File: src/rtl/pdp8_trace_buffer.sv
// Instruction trace FIFO for the PDP-8 core: captures each issued instruction
// (opcode code, PC, effective address) on the rising edge of the exec-stage stall.

`ifndef ADDR_WIDTH
`define ADDR_WIDTH 12
`endif

package pdp8_trace_pkg;

    typedef struct packed {
        logic AND;
        logic TAD;
        logic ISZ;
        logic DCA;
        logic JMS;
        logic JMP;
    } pdp_mem_opcode_s;

    typedef struct packed {
        logic NOP;
        logic IAC;
        logic RAL;
        logic RTL;
        logic RAR;
        logic RTR;
        logic CML;
        logic CMA;
        logic CIA;
        logic CLL;
        logic CLA1;
        logic CLA_CLL;
        logic HLT;
        logic OSR;
        logic SKP;
        logic SNL;
        logic SZL;
        logic SZA;
        logic SNA;
        logic SMA;
        logic SPA;
        logic CLA2;
    } pdp_op7_opcode_s;

    localparam int         NUM_FLAGS = 28;
    localparam logic [4:0] CODE_HLT  = 5'd18;
    localparam logic [4:0] CODE_NONE = 5'd31;

endpackage

module pdp8_trace_buffer
    import pdp8_trace_pkg::*;
#(
    parameter int DEPTH = 8
) (
    input  logic                          clk,
    input  logic                          reset,
    input  logic                          stall,
    input  logic [`ADDR_WIDTH-1:0]        PC_value,
    input  logic [`ADDR_WIDTH-1:0]        base_addr,
    input  pdp_mem_opcode_s               pdp_mem_opcode,
    input  pdp_op7_opcode_s               pdp_op7_opcode,
    input  logic                          trace_pop,
    output logic                          trace_valid,
    output logic [4:0]                    trace_code,
    output logic [`ADDR_WIDTH-1:0]        trace_pc,
    output logic [`ADDR_WIDTH-1:0]        trace_addr,
    output logic [$clog2(DEPTH):0]        fifo_level,
    output logic [15:0]                   instr_count,
    output logic [7:0]                    drop_count,
    output logic                          halt_seen
);

    // Handshake: the head entry is valid while trace_valid=1; it is consumed at
    // the rising edge where trace_valid=1 and trace_pop=1. trace_pop while empty
    // is ignored. The producer side has no back-pressure: a capture into a full
    // FIFO is dropped and counted unless a pop frees the slot in the same cycle.

    localparam int                PTR_W      = $clog2(DEPTH);
    localparam logic [PTR_W-1:0]  PTR_ONE    = 1;
    localparam logic [PTR_W:0]    LEVEL_ONE  = 1;
    localparam logic [PTR_W:0]    LEVEL_FULL = (PTR_W + 1)'(DEPTH);

    logic                   stall_q;
    logic [NUM_FLAGS-1:0]   flags;
    logic [4:0]             issue_code;
    logic                   issue;
    logic                   valid_issue;
    logic                   fifo_empty;
    logic                   fifo_full;
    logic                   do_push;
    logic                   do_pop;
    logic                   do_drop;
    logic [PTR_W-1:0]       wr_ptr;
    logic [PTR_W-1:0]       rd_ptr;
    logic [PTR_W:0]         level;

    logic [4:0]             code_mem [DEPTH];
    logic [`ADDR_WIDTH-1:0] pc_mem   [DEPTH];
    logic [`ADDR_WIDTH-1:0] addr_mem [DEPTH];

    // Flag vector indexed by trace code.
    always_comb begin
        flags     = '0;
        flags[0]  = pdp_mem_opcode.AND;
        flags[1]  = pdp_mem_opcode.TAD;
        flags[2]  = pdp_mem_opcode.ISZ;
        flags[3]  = pdp_mem_opcode.DCA;
        flags[4]  = pdp_mem_opcode.JMS;
        flags[5]  = pdp_mem_opcode.JMP;
        flags[6]  = pdp_op7_opcode.NOP;
        flags[7]  = pdp_op7_opcode.IAC;
        flags[8]  = pdp_op7_opcode.RAL;
        flags[9]  = pdp_op7_opcode.RTL;
        flags[10] = pdp_op7_opcode.RAR;
        flags[11] = pdp_op7_opcode.RTR;
        flags[12] = pdp_op7_opcode.CML;
        flags[13] = pdp_op7_opcode.CMA;
        flags[14] = pdp_op7_opcode.CIA;
        flags[15] = pdp_op7_opcode.CLL;
        flags[16] = pdp_op7_opcode.CLA1;
        flags[17] = pdp_op7_opcode.CLA_CLL;
        flags[18] = pdp_op7_opcode.HLT;
        flags[19] = pdp_op7_opcode.OSR;
        flags[20] = pdp_op7_opcode.SKP;
        flags[21] = pdp_op7_opcode.SNL;
        flags[22] = pdp_op7_opcode.SZL;
        flags[23] = pdp_op7_opcode.SZA;
        flags[24] = pdp_op7_opcode.SNA;
        flags[25] = pdp_op7_opcode.SMA;
        flags[26] = pdp_op7_opcode.SPA;
        flags[27] = pdp_op7_opcode.CLA2;
    end

    // Scanning from the top down lets the lowest set flag win.
    always_comb begin
        issue_code = CODE_NONE;
        for (int i = NUM_FLAGS - 1; i >= 0; i--) begin
            if (flags[i]) begin
                issue_code = 5'(i);
            end
        end
    end

    assign issue       = stall && !stall_q;
    assign valid_issue = issue && (issue_code != CODE_NONE);
    assign fifo_empty  = (level == '0);
    assign fifo_full   = (level == LEVEL_FULL);
    assign do_pop      = trace_pop && !fifo_empty;
    assign do_push     = valid_issue && (!fifo_full || do_pop);
    assign do_drop     = valid_issue && fifo_full && !do_pop;

    always_ff @(posedge clk) begin
        if (reset) begin
            stall_q     <= 1'b0;
            wr_ptr      <= '0;
            rd_ptr      <= '0;
            level       <= '0;
            instr_count <= '0;
            drop_count  <= '0;
            halt_seen   <= 1'b0;
        end else begin
            stall_q <= stall;

            if (do_push) begin
                wr_ptr <= wr_ptr + PTR_ONE;
            end
            if (do_pop) begin
                rd_ptr <= rd_ptr + PTR_ONE;
            end

            case ({do_push, do_pop})
                2'b10:   level <= level + LEVEL_ONE;
                2'b01:   level <= level - LEVEL_ONE;
                default: level <= level;
            endcase

            if (valid_issue && (instr_count != 16'hFFFF)) begin
                instr_count <= instr_count + 16'd1;
            end
            if (do_drop && (drop_count != 8'hFF)) begin
                drop_count <= drop_count + 8'd1;
            end
            // A dropped HLT still marks the halt as seen.
            if (valid_issue && (issue_code == CODE_HLT)) begin
                halt_seen <= 1'b1;
            end
        end
    end

    // Storage needs no reset: the head outputs are masked while empty.
    always_ff @(posedge clk) begin
        if (do_push && !reset) begin
            code_mem[wr_ptr] <= issue_code;
            pc_mem[wr_ptr]   <= PC_value;
            addr_mem[wr_ptr] <= base_addr;
        end
    end

    assign fifo_level  = level;
    assign trace_valid = !fifo_empty;
    assign trace_code  = fifo_empty ? '0 : code_mem[rd_ptr];
    assign trace_pc    = fifo_empty ? '0 : pc_mem[rd_ptr];
    assign trace_addr  = fifo_empty ? '0 : addr_mem[rd_ptr];

endmodule

File: config.mk
export PLATFORM = sky130hd
export DESIGN_NAME = pdp8_trace_buffer
export DESIGN_NICKNAME = d
export VERILOG_FILES = /design/src/rtl/pdp8_trace_buffer.sv
export SDC_FILE = /design/constraint.sdc
export NUM_CORES = 1
export LEC_CHECK = 0
export CAP_MARGIN = 40
export CORE_MARGIN = 2
export CORE_UTILIZATION = 35
export DETAILED_ROUTE_END_ITERATION = 10
export GPL_ROUTABILITY_DRIVEN = 0
export PLACE_DENSITY = 0.52
export SETUP_SLACK_MARGIN = 0.05
export SYNTH_ARGS = -nofsm -noshare
export SYNTH_HDL_FRONTEND = slang
export SYNTH_SLANG_ARGS = --single-unit
File: constraint.sdc
create_clock -name clk -period 16 [get_ports clk]
set_input_delay 3.2 -clock clk [delete_from_list [all_inputs] [get_ports clk]]
set_output_delay 3.2 -clock clk [all_outputs]
set_load 0.02 [all_outputs]
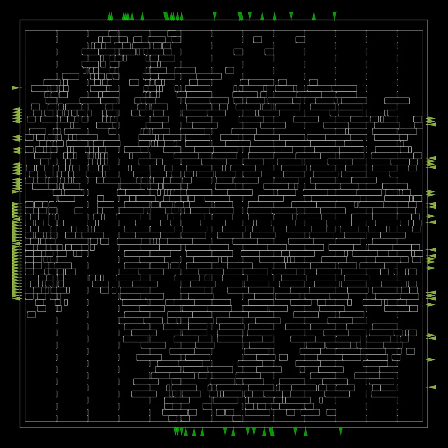
(run_1/placed.png)
register fraction of the total cell area: 56.4%
layout filler cell count: 2,670
Final Instance Count excl. Fillers: 1,199

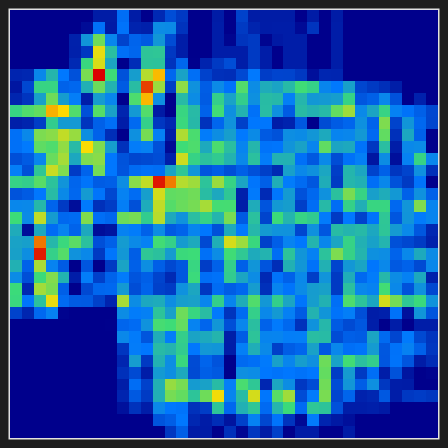
(run_1/route_heat.png)
The die is cut into 36 by 36 equal tiles; dark blue is low, red is high, scaled to the fullest tile. Values are wire area over tile area, all layers added.
fullest tile	0.46
emptiest ninth of the die	bottom left
mean over tiles	0.11
tiles over half the peak	9.3%
nearly empty tiles	20%
Routed WL per cell: 19.0 um
GR Util All Layers: 14.0%

==> run_results.csv, run 1 <==
group,metric,value,unit
run_status,status,"finished, final reports clean",
synthesis,ys_cells,643,
power_and_ir_drop,power.internal,1.46,mW
power_and_ir_drop,switching_share,28.4,%
timing,slew_headroom,54.7,%
critical_path,critPathMaxFanout,27,
grt,globalRouteOverflowTotal,0,
synthesis,yosysWarnings,0,
die,core_area,30800,um2
die,die_w,182,um
grt,antenna_found_initial,0,
timing,rsz0062_at_grt,"false",
finish,lay_top_count,"edfxtp_1",
die,fp.dieH,182,um
finish,lay_top_cells,"edfxtp_1, clkdlybuf4s50_1, nor2_1",
critical_path,critical_path_class,"reg2out",
routing,drc,0,
power_and_ir_drop,p_clk,637,uW
die,rows,64,
finish,clockNetworkAreaShare,6.61,%
power_and_ir_drop,power,2.03,mW
synthesis,netlist_instances,643,
finish,seq_cell_count,271,
power_and_ir_drop,p_per_area,148,nW/um2
routing,drt-met1-wl,10500,um
timing,tightestPinTransition,680,ps
min_path,whs_endpoint,"halt_seen$_SDFFE_PP0P_",
grt,grt_max_degree,41,
grt,use_met1,19.1,%
synthesis,syn_area,11000,um2
timing,fin_crit,6400,ps
critical_path,cp_num_cells,6,
synthesis,top_area_share,63.2,%
clock_network,cts_hold_buf,0,
finish,clkbuf_count,38,
critical_path,worst-endpoint-required,12800,ps
finish,dominant_cells,"flip-flops and latches",
critical_path,crit_slowest_cell,"dfxtp_4",
power_and_ir_drop,power_leader,"sequential cells",
critical_path,worst-r2r-cell-count,11,
synthesis,logic_family,"multiplexers",
synthesis,ys_sh_mux,15.0,%
synthesis,ys_seq_elements,271,
power_and_ir_drop,p_sw,579,uW
timing,fin_skew,7.28,ps
synthesis,avgSynthCellArea,17.2,um2
timing,setup_viol,0,
place,pre_cts_slack,9550,ps
critical_path,crit_path_cell_trace,"buf_4, buf_16, mux4_2, mux2i_1, nor2_1, clkdlybuf4s50_1",
clock_network,clkLatencyLatePin,530,ps
synthesis,synth.most_common_cell,"edfxtp_1",
synthesis,yosysTopAreaCell,"edfxtp_1",
synthesis,area_leaders,"edfxtp_1, mux4_2, dfxtp_1, mux2i_1, nor2_1",
finish,final_util,44.6,%
critical_path,endpoint_kind,"output port",
finish,nets,844,
critical_path,crit_arrival,3200,ps
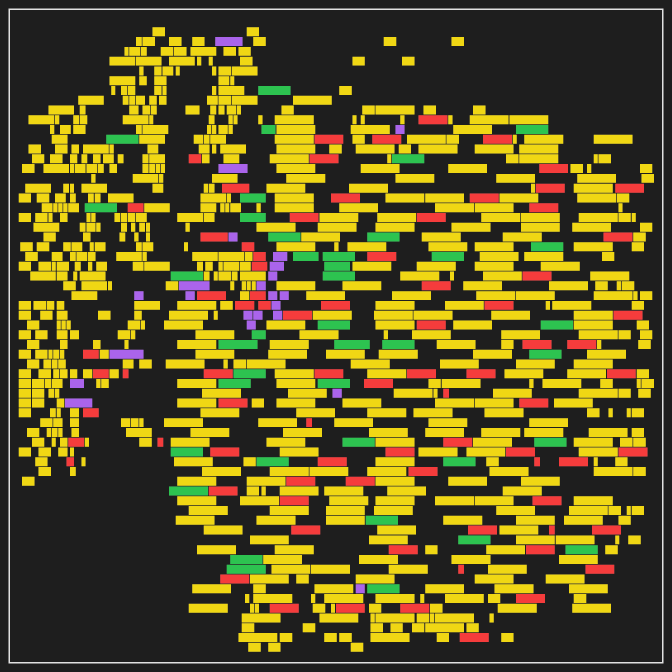
(run_1/sizing.png)
size	colour	cells	share
x1 and smaller	yellow	661	82%
x3 and x4	purple	23	2.9%
x2	red	80	10%
x6 and larger	green	39	4.9%
fin worst setup slack: 9600 ps
Synth-to-Final Area Change: 24.6%
Non-CTS buffers: 136

==> run_1/ff_map.png <==
Bar = 50 um. Other sequential cells in the stronger grey, the rest of the logic in the fainter grey.
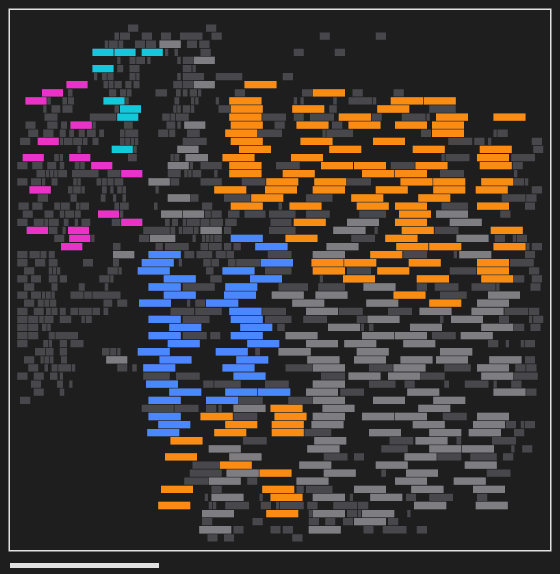

==> inputs of run 2 (changes only) <==
==> constraint.sdc (replaced) <==
create_clock -name clk -period 6.1 [get_ports clk]
set_input_delay 1.22 -clock clk [delete_from_list [all_inputs] [get_ports clk]]
set_output_delay 1.22 -clock clk [all_outputs]
set_load 0.02 [all_outputs]
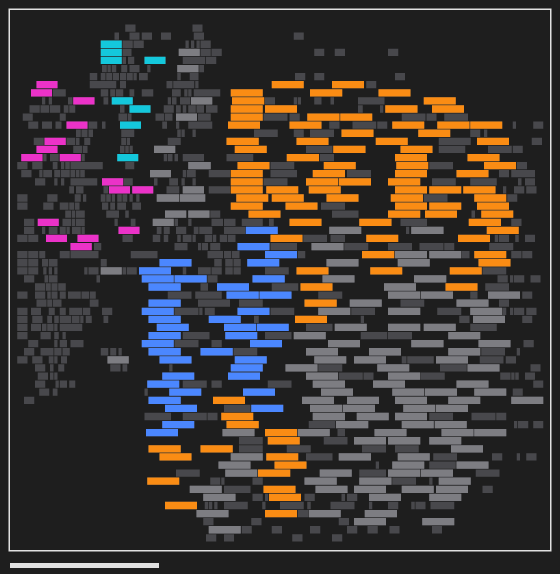
(run_2/ff_map.png)
Bar = 50 um. Other sequential cells in the stronger grey, the rest of the logic in the fainter grey.
signal	colour	flops
code_mem	blue	40
instr_count	magenta	16
pc_mem	orange	96
drop_count	cyan	8
not coloured	111
post-layout util: 44.6%
register area: 7750 um2
register fraction of the total cell area: 56.3%
sequential-cell power consumption: 2.16 mW

==> run 2 against run 1 <==
  * Sequential power grew to 2.6 times the previous value
  * Clock skew is 7.0 ps higher
  * Non-clock buffer count increased by 2
  * Total power rose to 2.6 times the previous value
  * Die area unchanged
  * Via count down 0.16%
  * Synthesized area is the same
  * Final cell count did not move
  * Critical path depth unchanged
  * Core utilization up 0.053 points
  * Sequential share of layout area down 0.067 points
  * Synthesized cell count unchanged
==> run_results.csv, run 2 <==
group,metric,value,unit
finish,seq_cell_count,271,
die,ioPinCount,115,
critical_path,cp_num_cells,6,
synthesis,top_area_share,63.2,%
critical_path,worst-endpoint-required,4880,ps
routing,wl_met2,11100,um
timing,finalHoldViolCount,0,
finish,num-multi-input-gates,329,
synthesis,yosysWarnings,0,
grt,gr-usage-all-layers,14.2,%
finish,buffers_excl_clock,138,
finish,lay_top_count,"edfxtp_1",
finish,lay_top_cells,"edfxtp_1, clkdlybuf4s50_1, nor2_1",
synthesis,ys_seq_elements,271,
timing,fin_crit,4400,ps
routing,drc,0,
timing,fin_skew,14.3,ps
finish,reg_top3,"addr_mem: 96 flops, pc_mem: 96 flops, code_mem: 40 flops",
grt,gr-max-usage-layer,"met2",
timing,setup_slack,1700,ps
timing,slew_headroom,53.1,%
timing,tightestPinTransition,703,ps
synthesis,logic_family,"multiplexers",
critical_path,endpoint_kind,"output port",
finish,clockNetworkAreaShare,6.66,%
power_and_ir_drop,power_leader,"sequential cells",
finish,nets,847,
clock_network,clkLatencyLatePin,530,ps
critical_path,crit_arrival,3180,ps
place,pre_cts_slack,1610,ps
synthesis,synth_cell_type_count,51,
critical_path,worst-r2r-cell-count,11,
critical_path,r2r_end,"fifo_level[3]$_SDFFE_PP0P_",
timing,setup_viol,0,
grt,globalRouteOverflowTotal,0,
synthesis,syn_area,11000,um2
critical_path,crit_slowest_cell,"dfxtp_4",
power_and_ir_drop,power,5.35,mW
timing,drv_slew,0,
grt,grt_max_degree,39,
finish,buffer_area_share,10.0,%
min_path,whs_endpoint,"halt_seen$_SDFFE_PP0P_",
finish,dominant_cells,"flip-flops and latches",
grt,use_met1,19.3,%
die,tap_cells,396,
routing,wl_per_cell,19.4,um
run_status,status,"finished, final reports clean",
routing,first_pass_iters,4,
routing,drt-met1-wl,10500,um
timing,rsz0062_at_grt,"false",
finish,final_cells,1199,
critical_path,cp_top_family,"buffers and inverters",
synthesis,ys_sh_mux,15.0,%
die,die_w,182,um
critical_path,critPathMaxFanout,26,
power_and_ir_drop,power.internal,3.83,mW
critical_path,crit_end,"trace_pc[3]",
power_and_ir_drop,switching_share,28.4,%
power_and_ir_drop,p_clk,1.68,mW
synthesis,avgSynthCellArea,17.2,um2
critical_path,critical_path_class,"reg2out",
power_and_ir_drop,p_sw,1.52,mW
synthesis,ys_cells,643,
synthesis,yosysTopAreaCell,"edfxtp_1",
finish,clkbuf_count,35,
synthesis,synth_nets,706,
die,fp.dieH,182,um
finish,syn_to_final_growth,24.8,%
clock_network,post_cts_buffers,0,
critical_path,crit_path_cell_trace,"buf_12, buf_4, mux4_2, mux2i_1, nor2_1, clkdlybuf4s50_1",
clock_network,cts_hold_buf,0,
synthesis,netlist_instances,643,
synthesis,area_leaders,"edfxtp_1, mux4_2, dfxtp_1, mux2i_1, nor2_1",
synthesis,synth.most_common_cell,"edfxtp_1",
grt,antenna_found_initial,0,
timing,max_freq,228,MHz
power_and_ir_drop,p_per_area,388,nW/um2
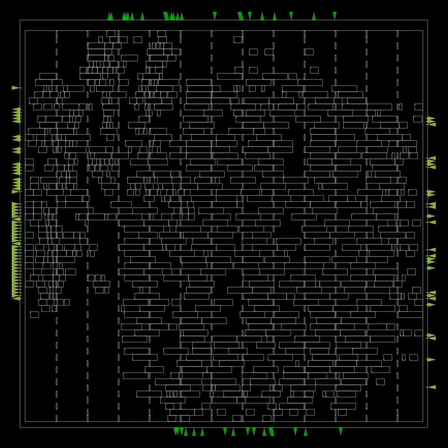
(run_2/placed.png)
layout filler cell count: 2,657
standard-cell rows: 64
CORE AREA: 30,800 um2

==> run_2/route_heat.png <==
The die is cut into 36 by 36 equal tiles; dark blue is low, red is high, scaled to the fullest tile. Values are wire area over tile area, all layers added.
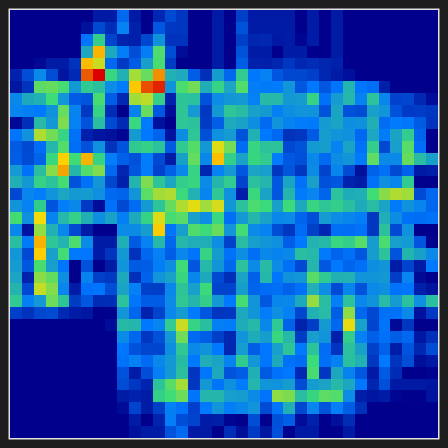

==> inputs of run 3 (changes only) <==
--- a/config.mk
+++ b/config.mk
@@ -10,7 +10,7 @@
 export CORE_UTILIZATION = 35
 export DETAILED_ROUTE_END_ITERATION = 10
 export GPL_ROUTABILITY_DRIVEN = 0
-export PLACE_DENSITY = 0.52
+export PLACE_DENSITY = 0.54
 export SETUP_SLACK_MARGIN = 0.05
 export SYNTH_ARGS = -nofsm -noshare
 export SYNTH_HDL_FRONTEND = slang
==> constraint.sdc (replaced) <==
create_clock -name clk -period 3.8 [get_ports clk]
set_input_delay 0.76 -clock clk [delete_from_list [all_inputs] [get_ports clk]]
set_output_delay 0.76 -clock clk [all_outputs]
set_load 0.02 [all_outputs]
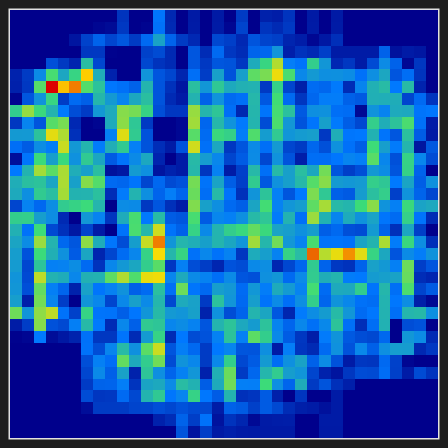
(run_3/route_heat.png)
The die is cut into 36 by 36 equal tiles; dark blue is low, red is high, scaled to the fullest tile. Values are wire area over tile area, all layers added.
mean over tiles	0.11
fullest tile	0.49
tiles over half the peak	7.4%
nearly empty tiles	17%
GR Util All Layers: 14.6%
via count: 6,190

==> run 3 against run 2 <==
  * Total power rose by 62%
  * Critical endpoint is now trace_addr[11]
  * Combinational power rose by 63%
  * Critical path type unchanged
  * Clock skew rose by 6.5 ps
==> run_results.csv, run 3 <==
group,metric,value,unit
run_status,status,"finished, final reports clean",
finish,syn_to_final_growth,26.4,%
grt,use_met1,19.2,%
timing,max_freq,282,MHz
power_and_ir_drop,power_leader,"sequential cells",
finish,buffer_area_share,10.8,%
timing,slew_headroom,40.8,%
critical_path,endpoint_kind,"output port",
power_and_ir_drop,switching_share,28.6,%
grt,grt_pass1_vias,6517,
finish,num-multi-input-gates,329,
finish,lay_top_count,"edfxtp_1",
finish,regArea,7750,um2
power_and_ir_drop,power,8.67,mW
timing,holdWs,475,ps
synthesis,ys_seq_elements,271,
critical_path,crit_path_cell_trace,"buf_4, mux4_2, mux2i_1, nor2_1, clkdlybuf4s50_1",
timing,finalHoldViolCount,0,
finish,antennaDiodeCount,0,
critical_path,crit_end,"trace_addr[11]",
synthesis,ff_type,"edfxtp_1",
finish,lay_top_cells,"edfxtp_1, clkdlybuf4s50_1, nor2_1",
synthesis,synth.most_common_cell,"edfxtp_1",
finish,seq_cell_count,271,
timing,setup_viol,0,
power_and_ir_drop,p_per_area,622,nW/um2
finish,buffers_excl_clock,142,
synthesis,ys_area,11000,um2
finish,final_cells,1208,
grt,globalRouteOverflowTotal,0,
synthesis,synth_nets,706,
synthesis,top_area_share,63.2,%
synthesis,netlist_instances,643,
routing,drc,0,
timing,tightestPinTransition,881,ps
place,pre_cts_slack,120,ps
power_and_ir_drop,power.internal,6.19,mW
timing,setup_slack,252,ps
die,die_w,182,um
finish,dominant_cells,"flip-flops and latches",
grt,use_met3,2.75,%
die,ioPinCount,115,
die,rows,64,
synthesis,ys_sh_mux,15.0,%
critical_path,r2r_setup_slack,1080,ps
finish,final_util,45.2,%
critical_path,critical_path_class,"reg2out",
grt,gr-max-usage-layer,"met2",
synthesis,synth_cell_type_count,51,
grt,use_met2,25.4,%
die,fp.dieH,182,um
clock_network,post_cts_buffers,0,
power_and_ir_drop,p_sw,2.48,mW
min_path,hold_depth,2,
finish,reg_top3,"addr_mem: 96 flops, pc_mem: 96 flops, code_mem: 40 flops",
critical_path,r2r_end,"fifo_level[3]$_SDFFE_PP0P_",
die,tap_cells,396,
finish,clkbuf_count,36,
synthesis,avgSynthCellArea,17.2,um2
synthesis,yosysWarnings,0,
finish,clockNetworkAreaShare,6.76,%
critical_path,cp_num_cells,5,
synthesis,yosysTopAreaCell,"edfxtp_1",
routing,wl_per_cell,19.7,um
routing,wl_met2,12000,um
place,io_buffers,114,
timing,fin_crit,3550,ps
grt,antenna_found_initial,0,
clock_network,cts-resized-gates,0,
die,core_area,30800,um2
critical_path,crit_slowest_cell,"dfxtp_4",
timing,rsz0062_at_grt,"false",
power_and_ir_drop,powerSeq,3.48,mW
critical_path,cp_top_family,"buffers and inverters",
synthesis,area_leaders,"edfxtp_1, mux4_2, dfxtp_1, mux2i_1, nor2_1",
critical_path,worst-endpoint-required,3040,ps
synthesis,ys_cells,643,
critical_path,critPathMaxFanout,20,
critical_path,worst-r2r-cell-count,12,
synthesis,logic_family,"multiplexers",
routing,first_pass_iters,4,
routing,drt-met1-wl,10300,um
clock_network,cts_hold_buf,0,
finish,seq_area_share,55.6,%
timing,drv_slew,0,
critical_path,crit_arrival,2790,ps
synthesis,syn_area,11000,um2
finish,n_fill_cell,2622,
grt,grt_max_degree,39,
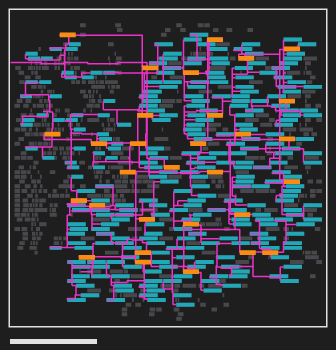
(run_3/clock_wires.png)
Bar = 50 um.
[clock-net drivers] orange | count: 30
[flip-flops] cyan | count: 271
[clock wires] magenta | length: 3,160 um
routed clock nets	31
Post-Route Skew: 20.8 ps
Clock Power Share: 31.6%
Insertion Delay late pin: 540 ps
clock group power: 2.74 mW

Power figures rest on the tool's default switching activity, not on a simulated workload.
